Fig. 1: clock distribution
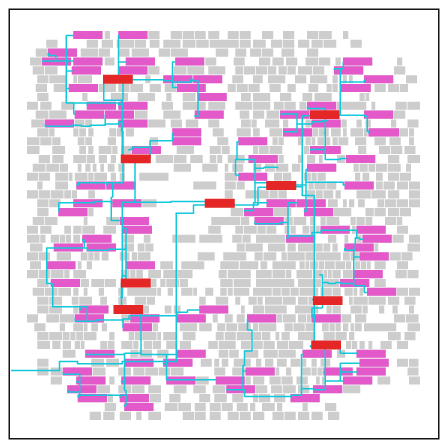
Fig. 2: metal 4
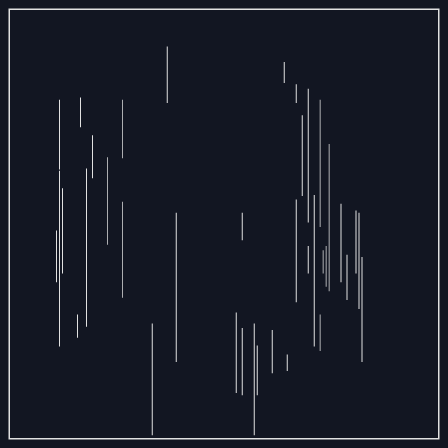
Fig. 3: floorplan with the power grid
Pins as bars on the die edge. Tap cells in gray.
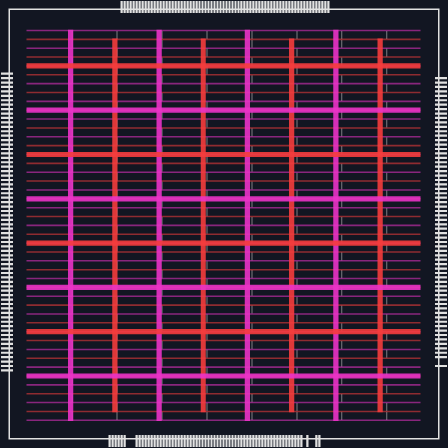
Fig. 4: placement by cell class
The bar under the picture is 50 um long.
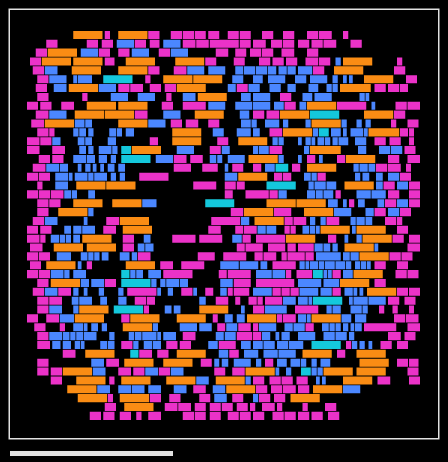
==> config.mk <==
export PLATFORM = sky130hd
export DESIGN_NAME = pc_fetch_unit
export DESIGN_NICKNAME = d
export VERILOG_FILES = /design/src/rtl/pc_fetch_unit.sv
export SDC_FILE = /design/constraint.sdc
export NUM_CORES = 1
export LEC_CHECK = 0
export ABC_CLOCK_PERIOD_IN_PS = 1400
export CAP_MARGIN = 20
export CORE_MARGIN = 5
export CORE_UTILIZATION = 37
export CTS_BUF_LIST = sky130_fd_sc_hd__clkbuf_16
export CTS_CLUSTER_DIAMETER = 80
export DETAILED_ROUTE_END_ITERATION = 10
export GPL_TIMING_DRIVEN = 0
export PLACE_DENSITY = 0.73
export SYNTH_ARGS = -nofsm -noshare
export SYNTH_HDL_FRONTEND = slang
export SYNTH_SLANG_ARGS = --single-unit
==> constraint.sdc <==
create_clock -name clk -period 1.4 [get_ports clk]
set_input_delay 0.28 -clock clk [delete_from_list [all_inputs] [get_ports clk]]
set_output_delay 0.28 -clock clk [all_outputs]
set_load 0.03 [all_outputs]
==> flow_metrics.py <==
# Physical implementation metrics
metrics = {
    "logic_synthesis": {
        "synthDistinctLibCells": 47,
        "synth_seq_share_pct": 45.5,
        "top_area_share_pct": 44.5,
        "synthAoiAreaFrac_pct": 30.1,
        "synthCells": 524,
        "ys_sh_adder_pct": 0,
        "yosysWarnings": 0,
        "ys_top_cells_by_area": "dfrtp_1, mux2_2, o22ai_1, a21oi_1, o21ai_0",
        "synthesis.area_sq_um": 5450,
        "xor_share_pct": 0,
        "synth_top_cell_by_count": "dfrtp_1",
        "edf_count": 0,
        "synth_area_per_cell_sq_um": 10.4,
        "yosysCellCount": 524,
        "synthArstFlopShare_pct": 100,
        "ys_sh_mux_pct": 11.7,
        "ys_top_cells_by_count": "dfrtp_1, mux2_2, a21oi_1, nand2_1, o22ai_1",
        "ys_top_logic_family": "AND-OR/OR-AND gates",
        "simple_gate_share_pct": 7.27,
    },
    "worst_hold_path": {
        "worstHoldPathType": "primary input to asynchronous set/reset pin",
    },
    "drt": {
        "ant_nets": 0,
        "drc_errors": 0,
        "drt_iter0_drc": 758,
        "first_pass_iters": 6,
        "routedWlPerCell_um": 25.0,
        "vias_per_cell": 6.02,
    },
    "setup_path": {
        "cp_common_cell": "clkbuf_16",
        "worst-path-buf-inv": 3,
        "cp.depth": 5,
        "end_kind": "register",
        "crit_path_max_fanout": 7,
        "cpLargestDelayFamily": "buffers and inverters",
        "reg2reg_slack_ns": -0.04,
        "rr_worst_depth": 5,
        "max_stage_delay_ns": 0.44,
        "worstSetupPathType": "register to register",
        "worst_ep_arrival_time_ns": 1.68,
        "path_cells": "clkbuf_16, nand2_8, buf_12, clkbuf_16, mux2_4",
        "required_ns": 1.64,
    },
    "run": {
        "openroad.warnings": 29,
        "cap_violations": 0,
    },
    "power": {
        "sequentialPowerShare_pct": 33.7,
        "internal-power_mw": 7.53,
        "power.total_mw": 12.8,
        "comb_cell_power_mw": 6.05,
        "power_leader": "combinational cells",
        "switching_power_mw": 5.26,
        "p_leak_nw": 4.09,
        "p_comb_share_pct": 47.3,
        "power_density_nw_per_um2": 1320,
        "p_seq_mw": 4.31,
    },
    "clocking": {
        "cts.hold.buffers_added": 1,
        "cts_buffers": 9,
        "cts_setup_buffers": 16,
        "cts_tree": "built",
        "cts_resized": 376,
        "root_buffer": "clkbuf_16",
        "htree_levels": 3,
        "path_clk_slew_ns": 0.07,
    },
    "grt": {
        "grt_pass1_wl_mm": 37.4,
        "antenna_found_initial": 1,
        "grt_use_total_pct": 27.6,
        "gr-total-overflow": 0,
    },
    "finish": {
        "fillers": 1144,
        "layout.cells.most_common": "clkdlybuf4s50_1",
        "ff_latch_area_sq_um": 2480,
        "stdcell_count": 1028,
        "syn_to_final_growth_pct": 77.0,
        "final_net_count": 1006,
        "logic_area_sq_um": 3000,
    },
    "floorplanning": {
        "io_pins": 268,
        "floorplan.core_util_pct": 37.7,
        "die_area_sq_um": 17300,
    },
    "run_status": {
        "outcome": "finished, violations left",
        "violations": "negative setup slack",
    },
    "timing": {
        "hold_ws_ns": 0.456,
        "fmax_mhz": 693,
        "worst_slack_ns": -0.0424,
        "slew_violations": 0,
        "maxSlewHeadroom_pct": 64.4,
        "worst_pin_slew_ns": 0.534,
        "setup_viol": 23,
        "hold_violations": 0,
        "rsz0062_at_grt": "yes",
        "tns_ns": -0.400,
    },
    "place": {
        "gp_congestion": 0.961,
        "placed_area_sq_um": 8430,
        "post-dp-hpwl_mm": 18.7,
        "dp_slack_ns": -1.05,
        "portBuffers": 267,
    },
}
About Fig. 1:
- magenta: flip-flops (count 99)
- cyan: clock wires (length 1,280 um)
- red: clock drivers (count 9)
- routed clock nets: 10
- flops lie: widely spread
Clk Latency, worst-skew pair: 0.36 ns
Clock Power: 2.43 mW
clk_skew: 0.00881 ns
clock share of power: 19.0%

About Fig. 2:
- wire length on this layer: 877 um
- share of all routed wire: 3.4%
- main direction: vertical
Routed WL: 25.7 mm
via count: 6,188

About Fig. 3:
- magenta: VSS
- red: VDD
- signal pins: 268
- met4 straps: 8
- met1 rails: 45
- met5 straps: 8
peak supply drop: 0.601 mV
Core Footprint: 14,500 sq um
chip width: 131 um

About Fig. 4:
- magenta: other buffers and delay cells (cells 353)
- cyan: clock drivers and dummy loads (cells 16)
- blue: combinational and other logic (cells 375)
- orange: flops (cells 99)
flop share of the area: 25.7%
final design utilization: 66.7%
Site Rows: 44
Final Cell Area: 9650 sq um

==> cells by family (layout without fill, tap and decap cells) <==
group | after synthesis | after routing
AND/OR/NAND/NOR | 80 | 80
multiplexers | 58 | 58
flip-flops | 99 | 99
AND-OR/OR-AND | 232 | 232
buffers and inverters | 55 | 374
other | 0 | 1
==> area by class of cell <==
cell class,instances,area share (%)
repair buffers,303,31.1
multi-input cells,370,31.0
flip-flops and latches,99,25.7
plain buffers,50,6.52
well taps,184,2.38
clock buffers,9,2.33
clock inverters,7,0.635
inverters,5,0.259
diodes,1,0.0259
==> layer usage <==
layer,vias up,wire length [um],global-route usage (%)
met5,-,0,0
met4,0,876,11.3
met3,83,2420,6.69
met2,470,12700,46.2
met1,2976,9760,34.1
li1,2659,-,-
Power is estimated from default activity; no workload was simulated.
